<file path="src/rtl/fadd_pipe.sv">
`default_nettype none
// ============================================================================
// Module   : fadd_pipe
// Purpose  : 3-stage pipelined floating-point add/subtract with RNE rounding,
//            special-value handling, exception flags and valid/ready flow.
// Revision : 1.0
// ============================================================================
module fadd_pipe #(
    parameter int EXP_W  = 8,
    parameter int FRAC_W = 23
) (
    input  logic                  clk,
    input  logic                  rst_n,
    input  logic                  in_valid,
    output logic                  in_ready,
    input  logic [EXP_W+FRAC_W:0] a,
    input  logic [EXP_W+FRAC_W:0] b,
    input  logic                  op_sub,
    output logic                  out_valid,
    input  logic                  out_ready,
    output logic [EXP_W+FRAC_W:0] result,
    output logic [3:0]            flags
);
    localparam int                c_w        = 1 + EXP_W + FRAC_W;
    localparam int                c_sig_w    = FRAC_W + 4;
    localparam int                c_expx_w   = EXP_W + 2;
    localparam logic [EXP_W-1:0]  c_exp_ones = '1;
    localparam logic [c_w-1:0]    c_qnan     = {1'b0, c_exp_ones, 1'b1, {(FRAC_W-1){1'b0}}};

    logic w_adv;
    assign w_adv    = ~out_valid | out_ready;
    assign in_ready = w_adv;

    // ---------------- Stage 1: decode, specials, swap and align -------------
    logic               w_sa, w_sb;
    logic [EXP_W-1:0]   w_ea, w_eb;
    logic [FRAC_W-1:0]  w_fa, w_fb;
    logic               w_a_zero, w_b_zero, w_a_inf, w_b_inf, w_a_nan, w_b_nan;

    assign w_sa     = a[c_w-1];
    assign w_sb     = b[c_w-1] ^ op_sub;
    assign w_ea     = a[c_w-2:FRAC_W];
    assign w_eb     = b[c_w-2:FRAC_W];
    assign w_fa     = a[FRAC_W-1:0];
    assign w_fb     = b[FRAC_W-1:0];
    assign w_a_zero = (w_ea == '0);
    assign w_b_zero = (w_eb == '0);
    assign w_a_inf  = (w_ea == c_exp_ones) && (w_fa == '0);
    assign w_b_inf  = (w_eb == c_exp_ones) && (w_fb == '0);
    assign w_a_nan  = (w_ea == c_exp_ones) && (w_fa != '0);
    assign w_b_nan  = (w_eb == c_exp_ones) && (w_fb != '0);

    logic           w_spec;
    logic           w_spec_inv;
    logic [c_w-1:0] w_spec_res;

    always_comb begin
        w_spec     = 1'b1;
        w_spec_inv = 1'b0;
        w_spec_res = '0;
        if (w_a_nan || w_b_nan) begin
            w_spec_res = c_qnan;
        end else if (w_a_inf && w_b_inf && (w_sa != w_sb)) begin
            w_spec_res = c_qnan;
            w_spec_inv = 1'b1;
        end else if (w_a_inf) begin
            w_spec_res = {w_sa, c_exp_ones, {FRAC_W{1'b0}}};
        end else if (w_b_inf) begin
            w_spec_res = {w_sb, c_exp_ones, {FRAC_W{1'b0}}};
        end else if (w_a_zero && w_b_zero) begin
            w_spec_res = {w_sa & w_sb, {(c_w-1){1'b0}}};
        end else if (w_b_zero) begin
            w_spec_res = a;
        end else if (w_a_zero) begin
            w_spec_res = {w_sb, w_eb, w_fb};
        end else begin
            w_spec = 1'b0;
        end
    end

    logic               w_a_ge, w_big_sign, w_small_sticky;
    logic [EXP_W-1:0]   w_big_exp, w_diff;
    logic [c_sig_w-1:0] w_big_sig, w_small_ext, w_small_mask, w_small_sig;

    assign w_a_ge         = {w_ea, w_fa} >= {w_eb, w_fb};
    assign w_big_sign     = w_a_ge ? w_sa : w_sb;
    assign w_big_exp      = w_a_ge ? w_ea : w_eb;
    assign w_diff         = w_a_ge ? (w_ea - w_eb) : (w_eb - w_ea);
    assign w_big_sig      = {1'b1, (w_a_ge ? w_fa : w_fb), 3'b000};
    assign w_small_ext    = {1'b1, (w_a_ge ? w_fb : w_fa), 3'b000};
    // Bits pushed out below the sticky position collapse into the sticky bit.
    assign w_small_mask   = ~({c_sig_w{1'b1}} << w_diff);
    assign w_small_sticky = |(w_small_ext & w_small_mask);
    assign w_small_sig    = (w_small_ext >> w_diff) | {{(c_sig_w-1){1'b0}}, w_small_sticky};

    logic               r1_valid, r1_spec, r1_spec_inv, r1_sign, r1_sub;
    logic [c_w-1:0]     r1_spec_res;
    logic [EXP_W-1:0]   r1_exp;
    logic [c_sig_w-1:0] r1_big, r1_small;

    always_ff @(posedge clk or negedge rst_n) begin
        if (!rst_n) begin
            r1_valid    <= 1'b0;
            r1_spec     <= 1'b0;
            r1_spec_inv <= 1'b0;
            r1_spec_res <= '0;
            r1_sign     <= 1'b0;
            r1_sub      <= 1'b0;
            r1_exp      <= '0;
            r1_big      <= '0;
            r1_small    <= '0;
        end else if (w_adv) begin
            r1_valid    <= in_valid;
            r1_spec     <= w_spec;
            r1_spec_inv <= w_spec_inv;
            r1_spec_res <= w_spec_res;
            r1_sign     <= w_big_sign;
            r1_sub      <= w_sa ^ w_sb;
            r1_exp      <= w_big_exp;
            r1_big      <= w_big_sig;
            r1_small    <= w_small_sig;
        end
    end

    // ---------------- Stage 2: significand add / subtract -------------------
    logic [c_sig_w:0] w_sum;
    assign w_sum = r1_sub ? ({1'b0, r1_big} - {1'b0, r1_small})
                          : ({1'b0, r1_big} + {1'b0, r1_small});

    logic               r2_valid, r2_spec, r2_spec_inv, r2_sign;
    logic [c_w-1:0]     r2_spec_res;
    logic [EXP_W-1:0]   r2_exp;
    logic [c_sig_w:0]   r2_sum;

    always_ff @(posedge clk or negedge rst_n) begin
        if (!rst_n) begin
            r2_valid    <= 1'b0;
            r2_spec     <= 1'b0;
            r2_spec_inv <= 1'b0;
            r2_spec_res <= '0;
            r2_sign     <= 1'b0;
            r2_exp      <= '0;
            r2_sum      <= '0;
        end else if (w_adv) begin
            r2_valid    <= r1_valid;
            r2_spec     <= r1_spec;
            r2_spec_inv <= r1_spec_inv;
            r2_spec_res <= r1_spec_res;
            r2_sign     <= r1_sign;
            r2_exp      <= r1_exp;
            r2_sum      <= w_sum;
        end
    end

    // ---------------- Stage 3: normalise, round, pack ----------------------
    logic [c_expx_w-1:0] w_lzc;
    logic                w_lz_done;

    always_comb begin
        w_lzc     = '0;
        w_lz_done = 1'b0;
        for (int i = c_sig_w - 1; i >= 0; i--) begin
            if (!w_lz_done) begin
                if (r2_sum[i]) w_lz_done = 1'b1;
                else           w_lzc     = w_lzc + c_expx_w'(1);
            end
        end
    end

    logic [c_sig_w-1:0]  w_norm;
    logic [c_expx_w-1:0] w_exp_n, w_exp_r;

    always_comb begin
        if (r2_sum[c_sig_w]) begin
            w_norm  = {r2_sum[c_sig_w:2], |r2_sum[1:0]};
            w_exp_n = {2'b00, r2_exp} + c_expx_w'(1);
        end else begin
            w_norm  = r2_sum[c_sig_w-1:0] << w_lzc;
            w_exp_n = {2'b00, r2_exp} - w_lzc;
        end
    end

    logic [FRAC_W:0]   w_mant;
    logic [FRAC_W+1:0] w_mant_r;
    logic [FRAC_W-1:0] w_frac_out;
    logic              w_inexact, w_rnd_up, w_uflow, w_oflow;

    assign w_mant     = w_norm[c_sig_w-1:3];
    assign w_inexact  = |w_norm[2:0];
    assign w_rnd_up   = w_norm[2] & (w_norm[1] | w_norm[0] | w_mant[0]);
    assign w_mant_r   = {1'b0, w_mant} + {{(FRAC_W+1){1'b0}}, w_rnd_up};
    assign w_frac_out = w_mant_r[FRAC_W+1] ? w_mant_r[FRAC_W:1] : w_mant_r[FRAC_W-1:0];
    assign w_exp_r    = w_exp_n + {{(c_expx_w-1){1'b0}}, w_mant_r[FRAC_W+1]};
    // Exponents are two bits wider than the field, so the MSB is a sign bit.
    assign w_uflow    = w_exp_n[c_expx_w-1] | (w_exp_n == '0);
    assign w_oflow    = ~w_exp_r[c_expx_w-1] & (w_exp_r[c_expx_w-2:0] >= {1'b0, c_exp_ones});

    logic [c_w-1:0] w_res;
    logic [3:0]     w_flags;

    always_comb begin
        w_res   = '0;
        w_flags = '0;
        if (r2_spec) begin
            w_res   = r2_spec_res;
            w_flags = {r2_spec_inv, 3'b000};
        end else if (r2_sum == '0) begin
            w_res   = '0;
        end else if (w_uflow) begin
            w_res   = {r2_sign, {(c_w-1){1'b0}}};
            w_flags = 4'b0011;
        end else if (w_oflow) begin
            w_res   = {r2_sign, c_exp_ones, {FRAC_W{1'b0}}};
            w_flags = 4'b0101;
        end else begin
            w_res   = {r2_sign, w_exp_r[EXP_W-1:0], w_frac_out};
            w_flags = {3'b000, w_inexact};
        end
    end

    always_ff @(posedge clk or negedge rst_n) begin
        if (!rst_n) begin
            out_valid <= 1'b0;
            result    <= '0;
            flags     <= '0;
        end else if (w_adv) begin
            out_valid <= r2_valid;
            result    <= w_res;
            flags     <= w_flags;
        end
    end

endmodule
`default_nettype wire

</file>
<file path="config.mk">
export PLATFORM = sky130hd
export DESIGN_NAME = fadd_pipe
export DESIGN_NICKNAME = d
export VERILOG_FILES = /design/src/rtl/fadd_pipe.sv
export SDC_FILE = /design/constraint.sdc
export NUM_CORES = 1
export LEC_CHECK = 0
export CAP_MARGIN = 5
export CORE_MARGIN = 3
export CORE_UTILIZATION = 25
export DETAILED_ROUTE_END_ITERATION = 12
export REMOVE_ABC_BUFFERS = 1
export SYNTH_ARGS = -nofsm -noshare
export SYNTH_HDL_FRONTEND = slang
export SYNTH_SLANG_ARGS = --single-unit
</file>
<file path="constraint.sdc">
create_clock -name clk -period 52.7 [get_ports clk]
set_input_delay 10.54 -clock clk [delete_from_list [all_inputs] [get_ports clk]]
set_output_delay 10.54 -clock clk [all_outputs]
set_load 0.05 [all_outputs]
</file>
Clock network drawn from the DEF:
Scale bar: 100 µm.
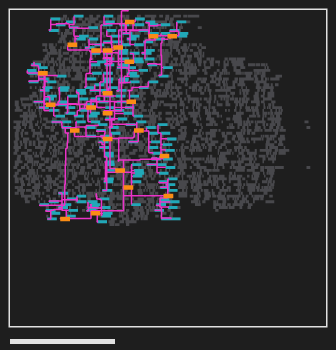
[flip-flops] cyan | count: 205
[clock-net drivers] orange | count: 23
[clock wires] magenta | length: 2860 µm
routed clock nets: 24
Clk network pwr share: 0.150
Clock Latency Late Sink: 0.54 ns

Placed standard cells:
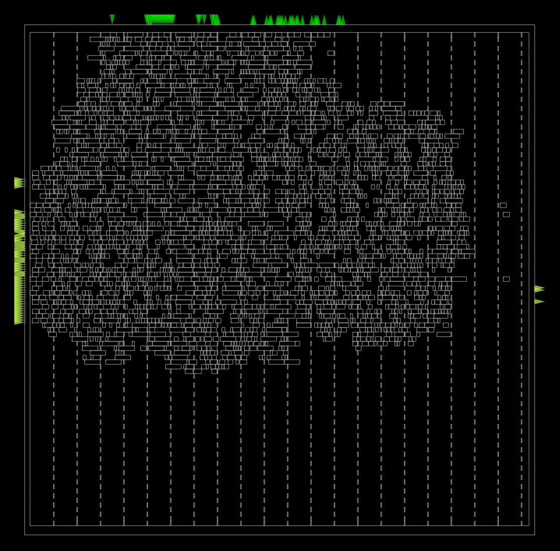
core area: 85680 µm²
Final Non-Filler Cells: 4065
row count: 107
Fillers: 9393

Cell sizes after repair:
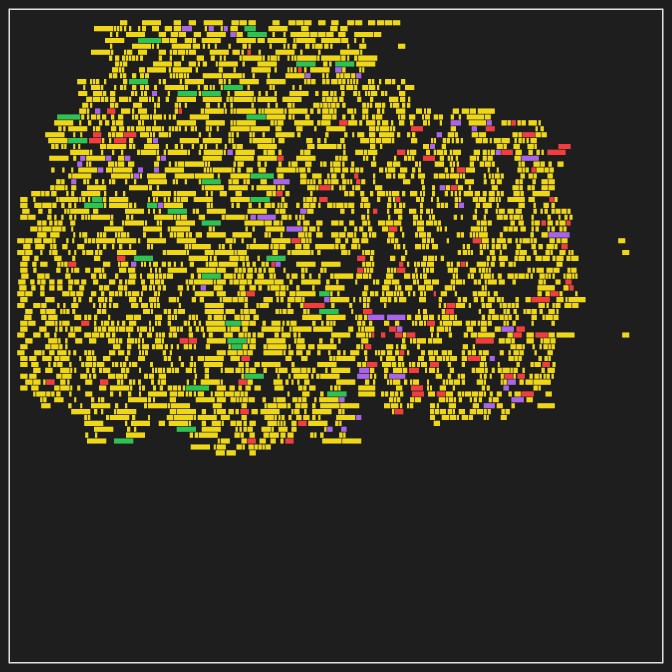
[x6 and larger] green | cells: 33 | share: 1.1% | most used: clkbuf_16
[x3 and x4] purple | cells: 57 | share: 2.0% | most used: buf_4
[x2] red | cells: 89 | share: 3.0% | most used: mux2_2
[x1 and smaller] yellow | cells: 2742 | share: 94% | most used: nand2_1

==> out/metrics.yaml <==
syn_to_final_growth_pct: 13.76
cts_tree: "built"
crit_arrival_ns: 23.39
wl_met1_mm: 34.43
postRouteAntennaNets: 0
p_sw_frac: 0.5096
clock_skew_ns: 0.01294
clk_share: 0.03337
wl_mm: 72.74
cts_resized: 0
min_path_cells: 1
switchingPower_mw: 0.5928
placed_cells: 4023
io_buffer_count: 106
placed_area_um2: 23920
post_synth_instance_area_um2: 21760
nNonClkInverters: 125
clkSlewWorstSetupHoldPaths_ns: 0.06
drv_cap: 0
critPathLaunchType: "flip-flop"
top_cell_area_share: 0.2358
clock_sinks: 205
p_int_mw: 0.5706
hold_buffers: 0
die_area_um2: 90600
rr_worst_depth: 108
ys_cells: 2902
cp_top_family: "adder cells"
top_cells_by_count: "nand2_1 (462), nor2_1 (280), o21ai_0 (228), a21oi_1 (222), dfrtp_1 (205)"
top_layer_used: "met4"
ys_sh_xor: 0.08281
clkbuf_count: 30
crit_path_top_delay_cell: "a2111oi_0"
status: "completed"
path_buffers: 5
r2r-end: "result[3]"
grt_pass1_vias: 19520
endpoint_kind: "flip-flop"
diodes: 0
wl_met3_mm: 4.989
total_power_mw: 1.163
yosysWarnings: 0
startpoint: "r2_sum[26]"
drive_gt1_frac: 0.06128
routabilityCongestion: 0.9332
buffer_area_frac: 0.05399
slew_headroom: 0.1466
worst_path_most_repeated_cell: "ha_1"
slowest_delay_ns: 0.56
buffers_excl_clock: 142
mostFrequentLayoutCells: "nand2_1 (462), nor2_1 (280), o21ai_0 (227)"
worst_slew_pin_slew_ns: 1.270
cts-htree-levels: 1
min_period_ns: 23.01
hold_path_class: "reg -> reg"
postCtsSetupBuffers: 0
sh_comb_area: 0.6284
grt_util_met2: 0.2366
comb_cells: 2407
required_ns: 53.08
yosys_area_um2: 21760
cp.depth: 108
viasPerCell: 5.170
finalHoldViolCount: 0
setup_viol: 0
fp-utilization: 0.2539
adder_share: 0.07775
top_area_cell: "dfrtp_1"
openroad.warnings: 58
topCellsByArea: "dfrtp_1 (24%), nand2_1 (8.0%), ha_1 (7.1%), mux2i_1 (5.4%), o21ai_0 (5.2%)"
r2r_setup_slack_ns: 29.69
seq_cell_count: 205
edf_count: 0
synth_cell_type_count: 109
use_met3: 0.02444
finalCritPeriodShare: 0.4365
tns_ns: 0
p_leak_nw: 10.10
pre_cts_ws_ns: 29.90
path_max_fanout: 31
fin_nets: 3101
ys.flops: 205
busiest_layer: "met2"
antenna_found_initial: 2
p_per_area_nw_per_um2: 47.01
grt_start_max_net_pins: 111
hold_ws_ns: 0.4572
drc_errors: 0
grt_pass1_wl_mm: 113.6
comb_area_um2: 15550
route.met2.wl_mm: 31.29
stdcell_area_um2: 24750
synth.avg_cell_area_um2: 7.497
drt_iter0_drc: 1918
dieHeight_um: 301.0
hold_path_startpoint: "r2_valid"
use_met1: 0.2239
yosys_most_used_dff: "dfrtp_1"
holdPathEnd: "out_valid"
dp_hpwl_mm: 55.78
postSynth.asyncResetShare: 1.000
taps: 1144
syn_inst: 2902
crit_path_end: "result[3]"
rsz0062_at_grt: "false"
numCtsBuffers: 23
rr_startpoint: "r2_sum[26]"
ys_seq_frac: 0.2358
grt_remaining_overflow: 0
area_dominant_class: "multi-input combinational cells"
simple_gate_share: 0.2383
setup_ws_ns: 29.69
ys_sh_mux: 0.07338
detail_route.wl_per_cell_um: 17.89
grtUsageTotal: 0.1547
clock-root-buffer: "clkbuf_16"
synth-compound-area-share: 0.2405
top_cell: "nand2_1"
Wiring heat map:
The die is cut into 30 by 30 equal tiles; dark blue is low, red is high, scaled to the fullest tile. Values are wire area over tile area, all layers added.
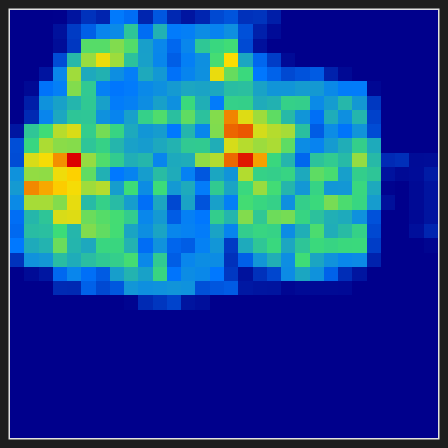
fullest tile: 0.68
tiles over half the peak: 10%
emptiest ninth of the die: south-east
mean over tiles: 0.13

Register map, names as in the netlist:
Scale bar: 100 µm. Other sequential cells in the stronger gray, the rest of the logic in the fainter gray.
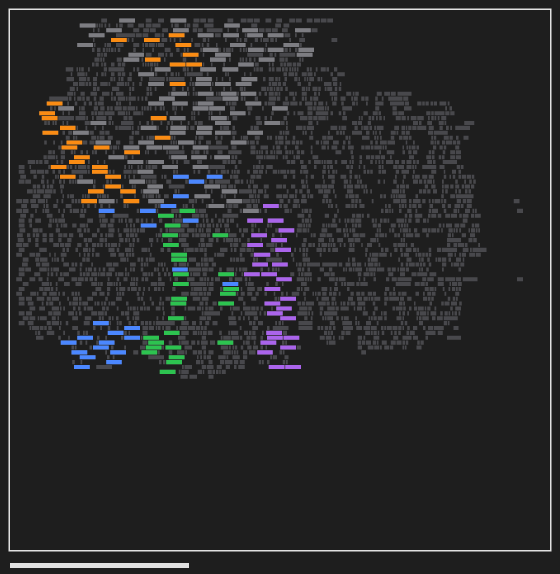
[r2_sum] purple | placed flops: 28 | where: center
[r1_small] green | placed flops: 27
[r1_big] blue | placed flops: 24
[r1_spec_res] orange | placed flops: 32 | where: north-west
P_seq: 0.269 mW
fraction of area in registers: 0.2073
register area: 5131 µm²
fin util: 0.2889

-- power groups by stage --
| stage | sequential [mW] | combinational (mW) | clock [mW] |
|---|---|---|---|
| floorplan | 0.291 | 0.461 | 0 |
| global placement | 0.270 | 0.701 | 0 |
| detailed placement | 0.271 | 0.706 | 0 |
| CTS | 0.268 | 0.710 | 0.179 |
| global route | 0.275 | 0.788 | 0.186 |
| finish | 0.269 | 0.719 | 0.175 |
-- flip-flops by register name (all words and copies together), names as in the netlist, 4 cells and up --
signal,flops
r2_spec_res,32
r2_sum,28
r1_big,24
r1_exp,8
r1_spec_res,32
r2_exp,8
flags,4
result,32
r1_small,27
Power is estimated from default activity; no workload was simulated.
